**Cell area per tile**

The die is cut into 8 by 8 equal tiles; white is low, dark blue is high, 0 to 100% covered.
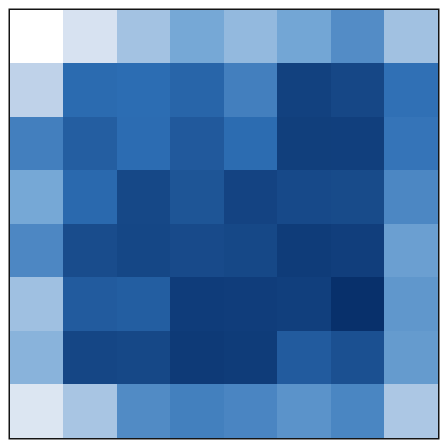
**Metal 2**

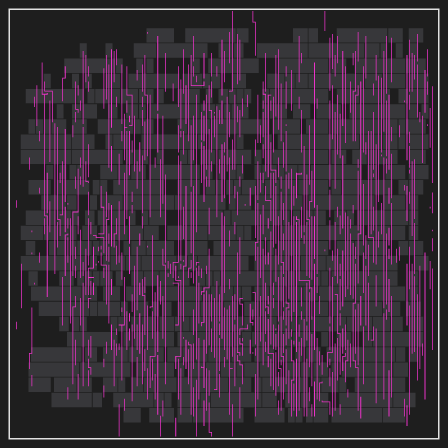
**Cell outlines without signal wires**

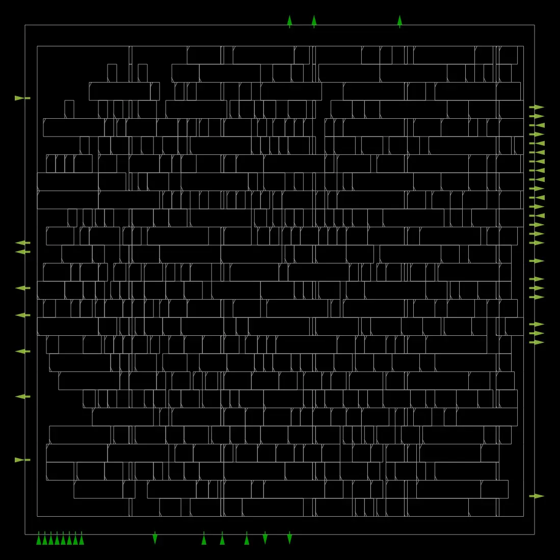
**Register map, names as in the netlist**

Other sequential cells in the stronger grey, the rest of the logic in the fainter grey.
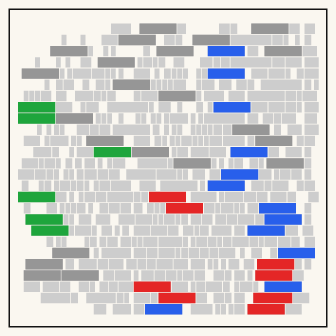
Design fft_waterfall_writer_flat, sky130hd; sources not shown.
==> impl_metrics.json <==
{
  "drt-met1-wl_mm": 3.162,
  "worst_slack_ns": -0.4096,
  "path_class": "reg2reg",
  "drv_cap": 0,
  "hp-class": "in2async",
  "grt_pass1_vias": 2596,
  "worst-endpoint-arrival_ns": 2.01,
  "die-area_um2": 5871,
  "firstDrtPassIters": 4,
  "most_common_cell": "nand2_1",
  "grt_max_degree": 32,
  "p_switching_mw": 1.418,
  "synthCells": 323,
  "diodes": 0,
  "syn_avg_cell_area_um2": 7.887,
  "crit_top_cell": "nand2_1",
  "num-nonclk-buffers": 138,
  "fin_nets": 494,
  "dpl_cell_area_um2": 3418,
  "cts_tree": "done",
  "common_cells": "96 x nand2_1, 48 x dfrtp_1, 44 x inv_1",
  "power_frac_comb_pct": 42.9,
  "top_level_ports": 49,
  "antenna_found_initial": 0,
  "drt-initial-drc-count": 120,
  "lay_top_count": "buf_4",
  "io_buffers": 40,
  "async_flop_share_pct": 100.0,
  "combGateArea_um2": 1415,
  "comb_share_pct": 33.39,
  "final_area_um2": 4238,
  "tns_ns": -14.40,
  "max_freq_ghz": 0.5526,
  "logic_gate_count": 220,
  "power.total_mw": 4.436,
  "cts_made_buffers": 5,
  "clock-sinks": 48,
  "seqPwrFrac_pct": 39.0,
  "ys_cells": 323,
  "warnings": 40,
  "min_period_ns": 1.810,
  "worst-path-buf-inv": 2,
  "area_share_clock_buf_inv_pct": 1.831,
  "dieHeight_um": 76.62,
  "grt_pass1_wl_mm": 11.56,
  "internal_power_mw": 3.018,
  "synth_top_flop_cell": "dfrtp_1",
  "synth_flops": 48,
  "hold_viol": 0,
  "yosysSeqAreaShare_pct": 47.15,
  "dp.cells": 474,
  "status": "complete, but fails checks",
  "rr_worst_depth": 10,
  "ys_top_logic_family": "simple AND/OR/NAND/NOR gates",
  "htree_levels": 2,
  "place_congestion": 0.8669,
  "ys_area_um2": 2547,
  "routed.top_layer": "met4",
  "dpl_worst_slack_ns": -0.7049,
  "setup_violations": 47,
  "aoi_share_pct": 7.515,
  "route.antenna.remaining_nets": 0,
  "fill_cells": 302,
  "wl_per_cell_um": 14.81,
  "cts_setup_buffers": 33,
  "crit_fanout": 7,
  "route.detailed.drc": 0,
  "cp.depth": 10,
  "swShare_pct": 31.96,
  "clk_latency_ns": 0.31,
  "biggestCellCategory": "logic gates",
  "violations": "negative setup slack",
  "topCellsByArea": "dfrtp_1 47%, nand2_1 14%, inv_1 6.5%, nor2_1 5.0%, ha_1 4.9%",
  "largest_register_ffs": 12,
  "p_comb_mw": 1.91,
  "dpl.hpwl_mm": 4.005,
  "pg_clk_mw": 0.800,
  "drive_gt1_share_pct": 45.14,
  "leakage_nw": 2.227,
  "dr_wl_met2_mm": 4.210,
  "simple_gate_area_share_pct": 26.96,
  "rrSetupSlack_ns": -0.41,
  "whs_ns": 0.1976,
  "clkbuf_count": 6,
  "use_met1_pct": 29.92,
  "slowest_stage": "dfrtp_1",
  "fp_nets": 354,
  "synthesis.area_um2": 2547,
  "yosys.area.top_type_share_pct": 47.15,
  "cts_resized": 164,
  "maxPowerGroup": "combinational cells",
  "muxShareOfSynthArea_pct": 0,
  "syn2layout_area_growth_pct": 66.36,
  "cp_slowest_stage_delay_ns": 0.46,
  "maxSlewViolCount": 0,
  "clockRootBuffer": "clkbuf_8",
  "fp_util_pct": 49.25,
  "rsz0062_at_grt": "yes",
  "end_kind": "flop",
  "final_cell_mix": "73 x buf_4, 68 x nand2_1, 47 x dfrtp_1",
  "cp_data_required_time_ns": 1.60,
  "synth.distinct_cells": 27,
  "row_count": 26,
  "crit_chain": "buf_6, nand2_1, nor2_2, nand3_2, nor2_4, nand3_4, buf_12, nor2_4, nand2_1, nand2_1",
  "fp.dieW_um": 76.62,
  "ir_worst_vdd_uv": 613.0,
  "inv_count": 50,
  "use_met3_pct": 5.509,
  "ctsHoldBuffers": 0,
  "clockBufferDepth": 2,
  "synth-adder-area-share_pct": 4.912,
  "path_clk_slew_ns": 0.08,
  "vias_per_cell": 5.030
}
Back to the opening pictures, 'cell area per tile':
emptiest ninth of the die: north-west
mean over tiles: 71%
tiles over 75% full: 55%
fullest tile: 100%
Final Core Density: 81.93%
core area: 5172 um2

Back to the opening pictures, 'metal 2':
nets with wire on the layer: 420
wire length on this layer: 4210 um
share of all routed wire: 53%
routed vias: 2681
Routed WL: 7.894 mm
GRT met2 Usage: 44.46%

Back to the opening pictures, 'cell outlines without signal wires':
fraction of area in registers: 28.37%
Flops: 48
final non-filler cell total: 533
tapcell count: 70

Back to the opening pictures, 'register map, names as in the netlist':
| colour | name in the netlist | placed flops |
|---|---|---|
| green | u_core.OLDEST_FFT_IDX | 6 |
| red | u_core.bin_q | 8 |
| blue | u_core.addr_wr | 12 |
register area: 1202 um2
sequential power: 1.73 mW

Power figures rest on the tool's default switching activity, not on a simulated workload.
